[src/rtl/freq_meas_sched.sv]
// freq_meas_sched
//   Round-robin scheduler that shares one gated frequency counter among
//   N_CH oscillator channels. For each enabled channel it routes the channel
//   to the counter, lets the input settle, pulses a start, and holds the
//   counting gate open for GATE_LEN cycles. It then waits for the counter
//   result and offers it to the UART framer over a valid/ready handshake.
//
// Ports
//   i_clk_ocxo            OCXO reference clock (the only clock)
//   i_rst                 asynchronous reset, active high
//   i_en                  scan enable (level)
//   i_ch_mask[N_CH]       channel i is part of the scan when bit i is set
//   o_ch_sel[CH_W]        channel currently routed to the counter
//   o_meas_start          one-cycle pulse that clears and arms the counter
//   o_gate                counting window
//   i_meas_done           counter result valid (synchronised one-cycle pulse)
//   i_meas_cnt/err        counter value / counter error value
//   o_tx_valid            result record offered to the framer
//   i_tx_ready            framer accepts the record
//   o_tx_ch/cnt/err       latched record fields
//   o_tx_tmo              record is a timeout record
//   o_busy                scheduler not idle
//   o_scan_done           one-cycle pulse after the highest enabled channel
//                         has been reported
//
// Build option
//   FMS_TIMEOUT_EN  when defined, WAIT gives up after TIMEOUT cycles and
//                   reports a timeout record (cnt=0, err=all ones, tmo=1).
//                   When undefined, WAIT waits forever and o_tx_tmo is 0.
//
// State    | meaning
// ---------+---------------------------------------------------------------
// S_IDLE   | scan stopped, waiting for enable and a non-empty mask
// S_SELECT | pick next enabled channel after the pointer, route it
// S_SETTLE | SETTLE cycles to let the routed input settle
// S_START  | one-cycle start pulse to the counter
// S_GATE   | gate open for GATE_LEN cycles
// S_WAIT   | waiting for the counter result (or timeout)
// S_REPORT | record offered to the framer until accepted
// S_NEXT   | end-of-scan check, then continue or stop

module freq_meas_sched #(
  parameter int N_CH     = 15,
  parameter int CH_W     = 4,
  parameter int CNT_W    = 25,
  parameter int GATE_LEN = 16000000,
  parameter int SETTLE   = 4,
  parameter int TIMEOUT  = 1024
) (
  input  logic              i_clk_ocxo,
  input  logic              i_rst,
  input  logic              i_en,
  input  logic [N_CH-1:0]   i_ch_mask,
  output logic [CH_W-1:0]   o_ch_sel,
  output logic              o_meas_start,
  output logic              o_gate,
  input  logic              i_meas_done,
  input  logic [CNT_W-1:0]  i_meas_cnt,
  input  logic [CNT_W-1:0]  i_meas_err,
  output logic              o_tx_valid,
  input  logic              i_tx_ready,
  output logic [CH_W-1:0]   o_tx_ch,
  output logic [CNT_W-1:0]  o_tx_cnt,
  output logic [CNT_W-1:0]  o_tx_err,
  output logic              o_tx_tmo,
  output logic              o_busy,
  output logic              o_scan_done
);

  localparam int GW = $clog2(GATE_LEN + 1);
  localparam int SW = $clog2(SETTLE + 1);

  typedef enum logic [2:0] {
    S_IDLE, S_SELECT, S_SETTLE, S_START, S_GATE, S_WAIT, S_REPORT, S_NEXT
  } state_t;

  state_t           r_state, w_next;
  logic [CH_W-1:0]  r_ptr;
  logic [CH_W-1:0]  r_ch_sel;
  logic [SW-1:0]    r_settle_cnt;
  logic [GW-1:0]    r_gate_cnt;
  logic [CH_W-1:0]  r_tx_ch;
  logic [CNT_W-1:0] r_tx_cnt;
  logic [CNT_W-1:0] r_tx_err;

  logic             w_any;
  logic             w_found_hi;
  logic [CH_W-1:0]  w_hi;
  logic [CH_W-1:0]  w_lo;
  logic [CH_W-1:0]  w_next_ch;
  logic             w_done_hit;
  logic             w_tmo_hit;

`ifdef FMS_TIMEOUT_EN
  localparam int TW = $clog2(TIMEOUT + 1);
  logic [TW-1:0] r_tmo_cnt;
  logic          r_tx_tmo;
`else
  logic          w_unused_tmo;
  assign w_unused_tmo = (TIMEOUT > 0);
`endif

  assign w_any = |i_ch_mask;

  // Scan from the top down so the last hit is the lowest index: w_hi ends
  // as the lowest set bit above the pointer, w_lo as the lowest set bit
  // overall (the wrap-around choice, which includes the pointer itself).
  always_comb begin
    w_found_hi = 1'b0;
    w_hi       = '0;
    w_lo       = '0;
    for (int i = N_CH - 1; i >= 0; i--) begin
      if (i_ch_mask[i]) begin
        w_lo = CH_W'(i);
        if (CH_W'(i) > r_ptr) begin
          w_hi       = CH_W'(i);
          w_found_hi = 1'b1;
        end
      end
    end
    w_next_ch = w_found_hi ? w_hi : w_lo;
  end

  assign w_done_hit = i_en & i_meas_done;
`ifdef FMS_TIMEOUT_EN
  assign w_tmo_hit  = i_en & ~i_meas_done & (r_tmo_cnt == '0);
`else
  assign w_tmo_hit  = 1'b0;
`endif

  always_ff @(posedge i_clk_ocxo or posedge i_rst) begin
    if (i_rst) r_state <= S_IDLE;
    else       r_state <= w_next;
  end

  always_comb begin
    w_next = r_state;
    case (r_state)
      S_IDLE:   if (i_en && w_any) w_next = S_SELECT;
      S_SELECT: w_next = S_SETTLE;
      S_SETTLE: begin
        if (!i_en)                    w_next = S_IDLE;
        else if (r_settle_cnt == '0)  w_next = S_START;
      end
      S_START:  w_next = i_en ? S_GATE : S_IDLE;
      S_GATE: begin
        if (!i_en)                  w_next = S_IDLE;
        else if (r_gate_cnt == '0)  w_next = S_WAIT;
      end
      S_WAIT: begin
        if (!i_en)                        w_next = S_IDLE;
        else if (w_done_hit || w_tmo_hit) w_next = S_REPORT;
      end
      S_REPORT: if (i_tx_ready) w_next = S_NEXT;
      S_NEXT:   w_next = (i_en && w_any) ? S_SELECT : S_IDLE;
      default:  w_next = S_IDLE;
    endcase
  end

  always_ff @(posedge i_clk_ocxo or posedge i_rst) begin
    if (i_rst) begin
      r_ptr        <= CH_W'(N_CH - 1);
      r_ch_sel     <= '0;
      r_settle_cnt <= '0;
      r_gate_cnt   <= '0;
      r_tx_ch      <= '0;
      r_tx_cnt     <= '0;
      r_tx_err     <= '0;
`ifdef FMS_TIMEOUT_EN
      r_tmo_cnt    <= '0;
      r_tx_tmo     <= 1'b0;
`endif
    end else begin
      case (r_state)
        S_SELECT: begin
          r_ch_sel     <= w_next_ch;
          r_ptr        <= w_next_ch;
          r_settle_cnt <= SW'(SETTLE - 1);
        end
        S_SETTLE: if (r_settle_cnt != '0) r_settle_cnt <= r_settle_cnt - 1'b1;
        S_START:  r_gate_cnt <= GW'(GATE_LEN - 1);
        S_GATE: begin
          if (r_gate_cnt != '0) r_gate_cnt <= r_gate_cnt - 1'b1;
`ifdef FMS_TIMEOUT_EN
          r_tmo_cnt <= TW'(TIMEOUT - 1);
`endif
        end
        S_WAIT: begin
          if (w_done_hit) begin
            r_tx_ch  <= r_ptr;
            r_tx_cnt <= i_meas_cnt;
            r_tx_err <= i_meas_err;
`ifdef FMS_TIMEOUT_EN
            r_tx_tmo <= 1'b0;
          end else if (w_tmo_hit) begin
            r_tx_ch  <= r_ptr;
            r_tx_cnt <= '0;
            r_tx_err <= {CNT_W{1'b1}};
            r_tx_tmo <= 1'b1;
          end else if (r_tmo_cnt != '0) begin
            r_tmo_cnt <= r_tmo_cnt - 1'b1;
`endif
          end
        end
        default: ;
      endcase
    end
  end

  // Control outputs decode straight from the state register so an async
  // reset drops the gate, valid and busy in the same instant.
  assign o_ch_sel     = r_ch_sel;
  assign o_meas_start = (r_state == S_START);
  assign o_gate       = (r_state == S_GATE);
  assign o_tx_valid   = (r_state == S_REPORT);
  assign o_busy       = (r_state != S_IDLE);
  assign o_scan_done  = (r_state == S_NEXT) & ~w_found_hi & i_ch_mask[r_ptr];
  assign o_tx_ch      = r_tx_ch;
  assign o_tx_cnt     = r_tx_cnt;
  assign o_tx_err     = r_tx_err;
`ifdef FMS_TIMEOUT_EN
  assign o_tx_tmo     = r_tx_tmo;
`else
  assign o_tx_tmo     = 1'b0;
`endif

endmodule
[config.mk]
export PLATFORM = sky130hd
export DESIGN_NAME = freq_meas_sched
export DESIGN_NICKNAME = d
export VERILOG_FILES = /design/src/rtl/freq_meas_sched.sv
export SDC_FILE = /design/constraint.sdc
export NUM_CORES = 1
export LEC_CHECK = 0
export CORE_UTILIZATION = 43
export CTS_CLUSTER_SIZE = 16
export DETAILED_ROUTE_END_ITERATION = 7
export PLACE_DENSITY = 0.77
export SLEW_MARGIN = 0
export SYNTH_ARGS = -nofsm -noshare
export SYNTH_HDL_FRONTEND = slang
export SYNTH_SLANG_ARGS = --single-unit
[constraint.sdc]
create_clock -name i_clk_ocxo -period 3.2 [get_ports i_clk_ocxo]
set_clock_uncertainty 0.15 [all_clocks]
set_input_delay 0.96 -clock i_clk_ocxo [delete_from_list [all_inputs] [get_ports i_clk_ocxo]]
set_output_delay 0.96 -clock i_clk_ocxo [all_outputs]
set_load 0.05 [all_outputs]
run_1/met2.png
Drawn at 4 px/µm.
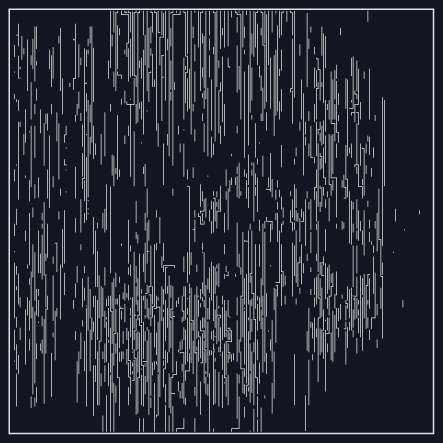
The layer holds 49% of the routed length. The layer carries 6,280 µm of wire.

run_1/metal_stack.png
Drawn at 2 px/µm. Two of the layers only.
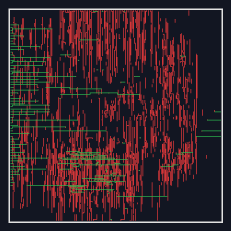
Green is met3, wire length 997 µm. Red is met2, wire length 6,280 µm.
sum of routed wire length over all layers: 12,810 µm
global-route usage over all layers: 0.2340
via count of the routed design: 4,193

run_1/pins.png
Drawn at 4 px/µm. Pins as bars across the die edge, other pins in gray.
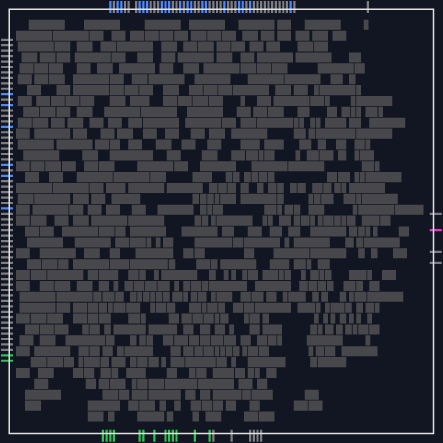
Green is i_ch_mask, pins 15, direction input, edge 13 bottom, 2 left. Magenta is o_gate, pins 1, direction output, edge right. Blue is i_meas_err, pins 25, direction input, edge 19 top, 6 left.
All pins by edge: 60 left, 51 top, 19 bottom, 4 right.
vertical die size: 105.7 µm
Die X-Extent: 105.7 µm
count of buffers inserted at the top-level ports: 132

==> impl_report.txt, run 1 <==
=== SYNTHESIS / PLACE & ROUTE SUMMARY ===
----------------------------------------------------
[Logic synthesis]
  Most used DFF post-synth ........................ sky130_fd_sc_hd__dfrtp_1
  Top comb family, area ........................ multiplexers
  Cell area after technology mapping ........................ around 4600 µm²
  Share of cell area taken by muxes after synthesis ........................ 0.1553
  Total number of yosys warnings ........................ 0
  Synthesized netlist net count ........................ around 510
  Avg Inst Size Synth ........................ about 11 µm²
  Most frequent cell after synthesis ........................ sky130_fd_sc_hd__dfrtp_1
  Cell type with the largest total area after synthesis ........................ sky130_fd_sc_hd__dfrtp_1
  Share of Yosys cell area claimed by the top area cell type ........................ 0.4762
  Part of the Yosys area used for sequential elements ........................ 0.4932
  Adder share ........................ 0.008117
  Post-Synth AOI/OAI Area ........................ 0.1339
  Flip-flop and latch count after synthesis ........................ roughly 91
  Largest cells by area ........................ sky130_fd_sc_hd__dfrtp_1, sky130_fd_sc_hd__mux2_2, sky130_fd_sc_hd__nand2_1
  Count of cell types in the netlist ........................ between 60 and 70
  Number of standard cells reported by yosys ........................ 432
  FFs w/ async S/R, synth ........................ 1.000
  Synthesized chip area reported by yosys ........................ approximately 4600 µm²
  Post-synth EDFFs ........................ 0
  Simple-Gate Area Share ........................ 0.1472
  Xor/xnor cell area share of the yosys netlist ........................ 0.02841
  Most instantiated cells after synthesis ........................ sky130_fd_sc_hd__dfrtp_1, sky130_fd_sc_hd__mux2_2, sky130_fd_sc_hd__nand2_1, sky130_fd_sc_hd__nor2_1, sky130_fd_sc_hd__a21oi_1
  Post-synthesis cell count ........................ between 400 and 500

[Final timing]
  Worst hold margin ........................ roughly 340 ps
  Max Transition Viols Final ........................ 0
  Fmax ........................ between 0.2 and 0.3 GHz
  Count of final hold-check violations ........................ 0
  Relative slew slack ........................ 0.5301
  Post-route setup TNS ........................ -247.6 ps
  Post-layout worst setup margin ........................ -247.6 ps
  Tcrit/Tclk final ........................ 1.077
  Final min period ........................ around 3400 ps
  RSZ-0062 raised after global routing ........................ yes
  Least-Margin Pin Slew ........................ around 700 ps
  Count of final setup violators ........................ 1

[Hold path]
  Hold Path Stages ........................ 1
  Worst min-delay path category ........................ flip-flop to flip-flop
  Origin of the worst min-delay path ........................ o_ch_sel[2]$_DFFE_PP0P_
  Hold Crit Endpoint ........................ o_ch_sel[2]$_DFFE_PP0P_

[Worst setup path]
  Cell-by-cell listing of the critical path ........................ buf_2 > mux4_2 > mux4_2 > nor4bb_4 > buf_12
  Endpoint of the most critical register-to-register path ........................ r_ptr[0]$_DFFE_PP0P_
  Cell with the biggest individual delay on the critical path ........................ sky130_fd_sc_hd__mux4_2
  Worst Reg-to-Reg Cells ........................ 16
  Path type of the worst setup path ........................ input pin to output pin
  Crit path capture ........................ o_scan_done
  Data required time at the worst endpoint ........................ about 2100 ps
  CP most frequent cell ........................ sky130_fd_sc_hd__mux4_2
  Crit path arrival time ........................ roughly 2300 ps
  Sort of element at the start of the critical path ........................ input pin
  Slowest cell delay on critical path ........................ between 400 and 500 ps
  Startpoint of the lowest-slack register-to-register path ........................ r_ptr[0]$_DFFE_PP0P_
  CP Launch Point ........................ i_ch_mask[8]
  Slack of the worst reg-to-reg path ........................ about 90 ps
  Critical path fanouts, max ........................ 3
  Element type at the critical path end ........................ output pin

[GRT]
  Grt peak-use layer ........................ met2
  Antenna violations before repair ........................ 0
  Global-route track usage on met2 ........................ 0.3791
  Met3 Use GR ........................ 0.06988
  Total global routing overflow ........................ 0
  M1 GR Usage ........................ 0.2901
  Wire length of the first global-routing pass ........................ approximately 20,000 µm
  Largest net degree at the start of global routing ........................ between 50 and 60
  Number of global-route vias before repair ........................ around 4,300

[Flow run]
  Count of max-cap constraint violations ........................ 0
  Number of warning messages in the logs ........................ 30

[Placement]
  Worst slack at placement ........................ -630.8 ps
  Cells after DPL ........................ 721
  Routability cong. ........................ 1.015
  Cell area after placement ........................ ~6400 µm²
  Post-detail-place hpwl ........................ slightly above 9000 µm

[Cells and area]
  Total of fill cells in the finished design ........................ 818
  Finished Cell Area ........................ 6890 µm²
  Layout cells sized above 1 ........................ 0.2997
  Filler-free cell count of the finished design ........................ approximately 760
  Sequential cell area in the final layout ........................ about 2300 µm²
  Final Net Count ........................ 692
  Top library cells by usage in the layout, fill and taps aside ........................ sky130_fd_sc_hd__clkdlybuf4s50_1, sky130_fd_sc_hd__dfrtp_1, sky130_fd_sc_hd__buf_4, sky130_fd_sc_hd__mux2_2, sky130_fd_sc_hd__nand2_1
  Final core utilization ........................ 0.6645
  Most common cell after layout, fill and taps aside ........................ sky130_fd_sc_hd__clkdlybuf4s50_1
  Number of inserted diodes ........................ 0
  Combinational gate area ........................ roughly 2300 µm²
  Synth-to-Final Area Change ........................ 49.00%

[Clock tree]
  Clock tree from TritonCTS ........................ built
  Clk Tree Root Cell ........................ sky130_fd_sc_hd__clkbuf_8
  Clock insertion delay at the later pin of the skew report ........................ roughly 350 ps
  H-tree lvl count ........................ 3
  Post-CTS sizing ........................ between 50 and 60
  Setup bufs post-CTS ........................ 19
  Clock transition at path regs ........................ 90 ps
  Post-cts hold-fix buffer tally ........................ 0
  Number of clock sinks ........................ between 90 and 100
  Longest Clk Path Bufs ........................ 2
  Number of clock buffers inserted by TritonCTS ........................ 9

[Power]
  Power in the clock group ........................ between 0.7 and 0.8 mW
  Power per Cell Area ........................ between 900 and 1000 nW/µm²
  Fraction of power spent switching nets ........................ 0.4645
  Leakage power ........................ a little under 3 nW
  Comb pwr share ........................ 0.582
  Largest voltage drop on the vdd net ........................ 0.0006891 V
  Fraction of power consumed by sequential logic ........................ 0.299
  Net Sw Power ........................ 3.106 mW
  Power consumed by sequential cells ........................ approximately 2.0 mW
  Leading power group ........................ combinational logic
  Clock group share of total power ........................ 0.119
  Internal power summed over all cells ........................ about 3.6 mW
  Design Power ........................ 6.686 mW
  Comb group ........................ 3.89 mW

[Detailed routing]
  Routed wire length on met3 ........................ ~1000 µm
  Count of unresolved DRC violations after routing ........................ 0
  Uppermost signal routing layer after detailed routing ........................ met4
  Amount of wire on met2 after detailed routing ........................ roughly 6300 µm
  Metal-1 WL ........................ 5153 µm
  Drt initial violations ........................ 214
  Remaining number of nets flagged by the antenna check after routing ........................ 0
  Number of vias per cell ........................ roughly 5.5
  First-pass detailed-route iteration total ........................ 5
  Mean routed wirelength per cell ........................ between 15 and 20 µm

[Floorplan]
  Core footprint ........................ ~10,000 µm²
  Initial standard-cell utilization of the core ........................ 0.4459
  Die ar. ........................ 11,170 µm²
  I/O pin total ........................ between 100 and 150
  Total number of placement rows ........................ 37

[Status]
  Failing checks ........................ negative setup slack
  Outcome ........................ finished with violations

----------------------------------------------------
-- run 1: sequential cells by signal (all words and copies together) (netlist names) --
| name | count |
|---|---|
| o_tx_err | 25 |
| r_state | 3 |
| o_ch_sel | 3 |
| r_ptr | 4 |
| o_tx_cnt | 25 |
| r_gate_cnt | 24 |
| r_settle_cnt | 3 |
| o_tx_ch | 4 |
-- run 1: cell type report --
class,instances,area share
Inverter,15,0.008716
Clock buffer,10,0.01852
Clock inverter,6,0.01071
Multi-Input combinational cell,304,0.3378
Timing Repair Buffer,198,0.2684
Tap cell,136,0.02470
Sequential cell,91,0.3312
-- run 1: critical path: cells and delay by family --
| kind | cells | cell delay (ps) |
|---|---|---|
| muxes | 2 | 920 |
| buffers and inverters | 2 | 270 |
| and+or+nand+nor | 1 | 190 |
run_1/final_placement.png
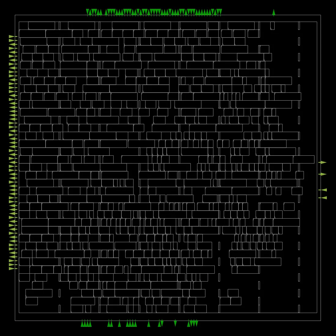

==> run 2: changes to the inputs <==
- SKIP_CTS_REPAIR_TIMING: unset -> 1
run_2/final_placement.png
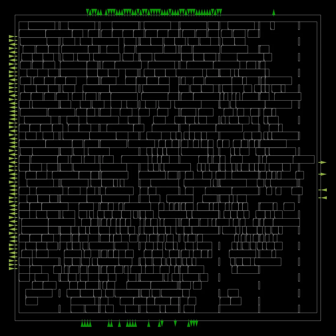
filler-free cell count of the finished design: 747
well tap count: 136
FFs & Latches: 91

==> run 2 against run 1 <==
The run still ends with negative setup slack left. Largest cell class is now registers. Critical endpoint unchanged. Non-clock buffer count down 13. Critical path type unchanged. Die area is the same. Hold slack about the same. Wire length fell by 3.0%. Register-to-register slack better by 410 ps. Largest power group unchanged. Sequential share of layout area grew 0.53 points. Setup slack worse by 54 ps. Count of clock-buffer cells in the layout unchanged. Critical path depth unchanged.
==> impl_report.txt, run 2 <==
=== SYNTHESIS / PLACE & ROUTE SUMMARY ===
----------------------------------------------------
[Final timing]
  Final min period ........................ 3501 ps (+53.84 ps)
  Count of final setup violators ........................ 1 (unchanged)
  Post-layout worst setup margin ........................ -301.4 ps (-53.84 ps)
  Fmax ........................ 0.2856 GHz (-1.5%)
  RSZ-0062 raised after global routing ........................ yes
  Tcrit/Tclk final ........................ 1.094 (+0.01682)
  Least-Margin Pin Slew ........................ 686.3 ps (-15.31 ps)

[Cells and area]
  Top library cells by usage in the layout, fill and taps aside ........................ sky130_fd_sc_hd__clkdlybuf4s50_1, sky130_fd_sc_hd__dfrtp_1, sky130_fd_sc_hd__mux2_2, sky130_fd_sc_hd__buf_4, sky130_fd_sc_hd__nand2_1
  Non-clock inverter instance count of the final layout ........................ 15 (unchanged)
  Number of non-clock buffers in the layout ........................ 185 (-6.6%)
  Combinational gate area ........................ 2273 µm² (-2.3%)
  Final Net Count ........................ 679 (-1.9%)
  Number of multi-input logic gates ........................ 304 (unchanged)
  Proportion of cell area occupied by registers ........................ 0.3365 (+0.005317)
  Clock buffer count in the final layout ........................ 10 (unchanged)
  Combinational fraction of the cell area ........................ 0.3352 (-0.002512)
  Leading cell kind ........................ registers
  Clock buf/inv share ........................ 0.02970 (+0.0004693)

[GRT]
  Wire length of the first global-routing pass ........................ 19,960 µm (-2.9%)
  Largest net degree at the start of global routing ........................ 55 (unchanged)
  Total global routing overflow ........................ 0 (unchanged)
  Grt peak-use layer ........................ met2
  Global-route track usage on met2 ........................ 0.3623 (-0.01681)
  Antenna violations before repair ........................ 0 (unchanged)

[Power]
  Fraction of power spent switching nets ........................ 0.4640 (-0.0004988)
  Power per Cell Area ........................ 972.9 nW/µm² (+0.26%)
  Power consumed by sequential cells ........................ 2.01 mW (about the same)
  Clock group share of total power ........................ 0.120 (about the same)
  Leading power group ........................ combinational logic
  Power in the clock group ........................ 0.793 mW (about the same)
  Leakage power ........................ 2.934 nW (+0.67%)

[Placement]
  Routability cong. ........................ 1.015 (unchanged)

[Clock tree]
  Clock tree from TritonCTS ........................ built
  Number of clock sinks ........................ 91 (unchanged)
  Clock insertion delay at the later pin of the skew report ........................ 350 ps (about the same)
  H-tree lvl count ........................ 3 (unchanged)
  Clk Tree Root Cell ........................ sky130_fd_sc_hd__clkbuf_8
  Longest Clk Path Bufs ........................ 2 (unchanged)

[Detailed routing]
  Via count of the routed design ........................ 4,135 (-1.4%)
  Mean routed wirelength per cell ........................ 16.63 µm (-1.3%)
  Number of vias per cell ........................ 5.535 (+0.33%)
  Routed wire length on met3 ........................ 1037 µm (+4.0%)
  Count of unresolved DRC violations after routing ........................ 0 (unchanged)
  Remaining number of nets flagged by the antenna check after routing ........................ 0 (unchanged)
  Drt initial violations ........................ 206 (-3.7%)

[Logic synthesis]
  Most frequent cell after synthesis ........................ sky130_fd_sc_hd__dfrtp_1
  Adder share ........................ 0.008117 (unchanged)
  FFs w/ async S/R, synth ........................ 1.000 (unchanged)
  Synthesized chip area reported by yosys ........................ 4624 µm² (unchanged)
  Most used DFF post-synth ........................ sky130_fd_sc_hd__dfrtp_1
  Synthesized netlist net count ........................ 505 (unchanged)
  Simple-Gate Area Share ........................ 0.1472 (unchanged)
  Cell type with the largest total area after synthesis ........................ sky130_fd_sc_hd__dfrtp_1

[Floorplan]
  Die ar. ........................ 11,170 µm² (unchanged)
  Initial standard-cell utilization of the core ........................ 0.4459 (unchanged)

[Worst setup path]
  Sort of element at the start of the critical path ........................ input pin
  Cell-by-cell listing of the critical path ........................ dlymetal6s2s_1 > mux4_2 > mux4_2 > nor4bb_4 > buf_12
  Slowest cell delay on critical path ........................ 470 ps (about the same)

[Status]
  Failing checks ........................ negative setup slack
  Outcome ........................ finished with violations

[Flow run]
  Count of max-cap constraint violations ........................ 0 (unchanged)
  Number of warning messages in the logs ........................ 29 (-3.3%)

----------------------------------------------------
run_2/port_nets.png
Drawn at 2 px/µm.
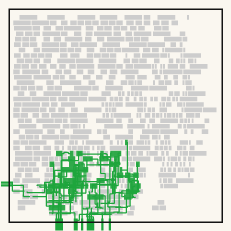
Green is i_ch_mask, bits 15, direction input, end cells 55, buffers 31, wire 1,170 µm.
I/O pin total: 134

==> run 2: worst paths after layout <==
path,startpoint,to,slack (ps)
setup / recovery,i_ch_mask[4],o_scan_done,-300
hold / removal,o_ch_sel[1]$_DFFE_PP0P_,o_ch_sel[1]$_DFFE_PP0P_,340
setup reg to reg,r_gate_cnt[0]$_DFFE_PP0P_,r_gate_cnt[16]$_DFFE_PP0P_,500
hold reg to reg,o_ch_sel[1]$_DFFE_PP0P_,o_ch_sel[1]$_DFFE_PP0P_,340
max in group asynchronous,i_rst,o_tx_err[22]$_DFFE_PP0P_,1410
min in group asynchronous,i_rst,o_tx_err[16]$_DFFE_PP0P_,840
==> run 2: critical path, delay by kind of cell <==
kind | cells | cell delay (ps)
simple gates | 1 | 190
mux | 2 | 930
buf+inv | 2 | 310
==> run 3: changes to the inputs <==
- ABC_CLOCK_PERIOD_IN_PS: unset -> 3200
run_3/port_nets.png
Drawn at 2 px/µm.
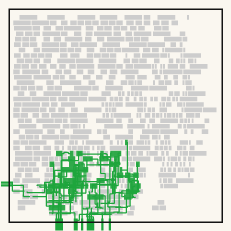
Green is i_ch_mask, bits 15, direction input, end cells 55, buffers 31, wire 1,170 µm.

run_3/pins.png
Drawn at 4 px/µm. Pins as bars across the die edge, other pins in gray.
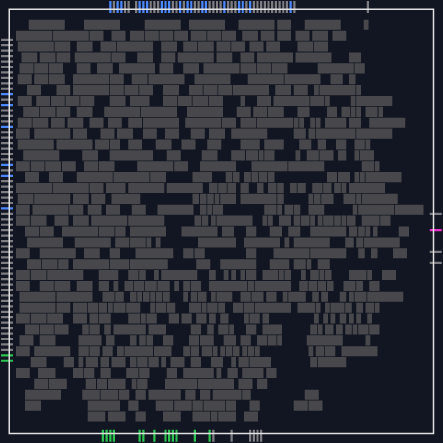
Blue is i_meas_err, pins 25, direction input, edge 19 top, 6 left. Green is i_ch_mask, pins 15, direction input, edge 13 bottom, 2 left. Magenta is o_gate, pins 1, direction output, edge right.
All pins by edge: 60 left, 51 top, 19 bottom, 4 right.

==> run 3 against run 2 <==
The run still ends with negative setup slack left. Fmax is the same. Design area is the same. Sequential power is essentially flat. Sequential share of layout area is the same. Non-clock buffer count is the same. Die area is the same. Setup slack is the same. Count of clock-buffer cells in the layout is the same. Critical endpoint unchanged. Highest routed layer unchanged. Wire length is the same. Combinational power is essentially flat. Via count is the same. Largest power group unchanged.
==> impl_report.txt, run 3 <==
=== SYNTHESIS / PLACE & ROUTE SUMMARY ===
----------------------------------------------------
[Detailed routing]
  First-pass detailed-route iteration total ........................ 5
  Metal-1 WL ........................ approximately 5000 µm
  Mean routed wirelength per cell ........................ 16.63 µm (unchanged)
  Drt initial violations ........................ 206 (unchanged)
  Uppermost signal routing layer after detailed routing ........................ met4
  Sum of routed wire length over all layers ........................ around 12,000 µm
  Via count of the routed design ........................ 4,135 (unchanged)
  Routed wire length on met3 ........................ 1037 µm (unchanged)
  Number of vias per cell ........................ 5.535 (unchanged)
  Count of unresolved DRC violations after routing ........................ 0 (unchanged)
  Remaining number of nets flagged by the antenna check after routing ........................ 0 (unchanged)

[Cells and area]
  Proportion of cell area occupied by registers ........................ 0.3365 (unchanged)
  Non-clock inverter instance count of the final layout ........................ 15 (unchanged)
  Leading cell kind ........................ registers
  Final Net Count ........................ 679 (unchanged)
  Total of fill cells in the finished design ........................ 838
  FFs & Latches ........................ 91 (unchanged)
  Clock buffer count in the final layout ........................ 10 (unchanged)
  Layout cells sized above 1 ........................ 0.2602
  Clock buf/inv share ........................ 0.02970 (unchanged)
  Synth-to-Final Area Change ........................ 46.64%
  Number of non-clock buffers in the layout ........................ 185 (unchanged)
  Combinational fraction of the cell area ........................ 0.3352 (unchanged)
  Data-path buffer share of cell area in the final layout ........................ 0.2646
  Finished Cell Area ........................ slightly below 7000 µm²
  Filler-free cell count of the finished design ........................ 747 (unchanged)
  Combinational gate area ........................ 2273 µm² (unchanged)
  Top library cells by usage in the layout, fill and taps aside ........................ sky130_fd_sc_hd__clkdlybuf4s50_1, sky130_fd_sc_hd__dfrtp_1, sky130_fd_sc_hd__mux2_2, sky130_fd_sc_hd__buf_4, sky130_fd_sc_hd__nand2_1
  Number of multi-input logic gates ........................ 304 (unchanged)
  Most common cell after layout, fill and taps aside ........................ sky130_fd_sc_hd__clkdlybuf4s50_1

[Final timing]
  Fmax ........................ 0.2856 GHz (unchanged)
  Tcrit/Tclk final ........................ 1.094 (unchanged)
  Count of final setup violators ........................ 1 (unchanged)
  Worst hold margin ........................ approximately 340 ps
  RSZ-0062 raised after global routing ........................ yes
  Least-Margin Pin Slew ........................ 686.3 ps (unchanged)
  Post-layout worst setup margin ........................ -301.4 ps (unchanged)
  Final min period ........................ 3501 ps (unchanged)
  Max Transition Viols Final ........................ 0
  Post-route setup TNS ........................ -301.4 ps
  Relative slew slack ........................ 0.5403

[Power]
  Power consumed by sequential cells ........................ 2.01 mW (about the same)
  Power per Cell Area ........................ 972.9 nW/µm² (unchanged)
  Power in the clock group ........................ 0.793 mW (about the same)
  Largest voltage drop on the vdd net ........................ around 0.0007 V
  Leading power group ........................ combinational logic
  Clock group share of total power ........................ 0.120 (about the same)
  Comb group ........................ between 3 and 4 mW
  Internal power summed over all cells ........................ between 3 and 4 mW
  Leakage power ........................ 2.934 nW (unchanged)
  Fraction of power spent switching nets ........................ 0.4640 (unchanged)

[Worst setup path]
  Sort of element at the start of the critical path ........................ input pin
  Crit path arrival time ........................ between 2000 and 2500 ps
  Worst path buffer plus inverter count ........................ 2 (unchanged)
  Largest delay contributor family on the critical path ........................ multiplexers
  Slowest cell delay on critical path ........................ 470 ps (about the same)
  Cell-by-cell listing of the critical path ........................ dlymetal6s2s_1 > mux4_2 > mux4_2 > nor4bb_4 > buf_12

[GRT]
  Global-route track usage on met2 ........................ 0.3623 (unchanged)
  Total global routing overflow ........................ 0 (unchanged)
  Antenna violations before repair ........................ 0 (unchanged)
  Largest net degree at the start of global routing ........................ 55 (unchanged)
  Global-route usage over all layers ........................ 0.2265
  Grt peak-use layer ........................ met2
  Wire length of the first global-routing pass ........................ 19,960 µm (unchanged)

[Floorplan]
  Initial standard-cell utilization of the core ........................ 0.4459 (unchanged)
  Well tap count ........................ 136 (unchanged)
  Die ar. ........................ 11,170 µm² (unchanged)
  I/O pin total ........................ 134 (unchanged)
  Vertical die size ........................ 105.7 µm
  Total number of placement rows ........................ 37

[Flow run]
  Count of max-cap constraint violations ........................ 0 (unchanged)
  Number of warning messages in the logs ........................ 29 (unchanged)

[Clock tree]
  Number of clock sinks ........................ 91 (unchanged)
  H-tree lvl count ........................ 3 (unchanged)
  Clk Tree Root Cell ........................ sky130_fd_sc_hd__clkbuf_8
  Longest Clk Path Bufs ........................ 2 (unchanged)
  Clock insertion delay at the later pin of the skew report ........................ 350 ps (about the same)
  Clock tree from TritonCTS ........................ built

[Logic synthesis]
  Avg Inst Size Synth ........................ 10.70 µm²
  Most used DFF post-synth ........................ sky130_fd_sc_hd__dfrtp_1
  Number of standard cells reported by yosys ........................ around 430
  Flip-flop and latch count after synthesis ........................ approximately 91
  Most frequent cell after synthesis ........................ sky130_fd_sc_hd__dfrtp_1
  Adder share ........................ 0.008117 (unchanged)
  FFs w/ async S/R, synth ........................ 1.000 (unchanged)
  Synthesized chip area reported by yosys ........................ 4624 µm² (unchanged)
  Count of cell types in the netlist ........................ 62
  Synthesized netlist net count ........................ 505 (unchanged)
  Simple-Gate Area Share ........................ 0.1472 (unchanged)
  Cell type with the largest total area after synthesis ........................ sky130_fd_sc_hd__dfrtp_1

[Placement]
  Cells after DPL ........................ 721
  Routability cong. ........................ 1.015 (unchanged)

[Status]
  Outcome ........................ finished with violations
  Failing checks ........................ negative setup slack

----------------------------------------------------
==> run 3: worst paths after layout <==
check | start | endpoint | slack (ps) | depth (start not counted)
setup / recovery | i_ch_mask[4] | o_scan_done | -300 | 5
hold / removal | o_ch_sel[1]$_DFFE_PP0P_ | o_ch_sel[1]$_DFFE_PP0P_ | 340 | 2
setup reg to reg | r_gate_cnt[0]$_DFFE_PP0P_ | r_gate_cnt[16]$_DFFE_PP0P_ | 500 | 8
hold reg to reg | o_ch_sel[1]$_DFFE_PP0P_ | o_ch_sel[1]$_DFFE_PP0P_ | 340 | 2
max in group asynchronous | i_rst | o_tx_err[22]$_DFFE_PP0P_ | 1410 | 3
min in group asynchronous | i_rst | o_tx_err[16]$_DFFE_PP0P_ | 840 | 2
Power is estimated from default activity; no workload was simulated.
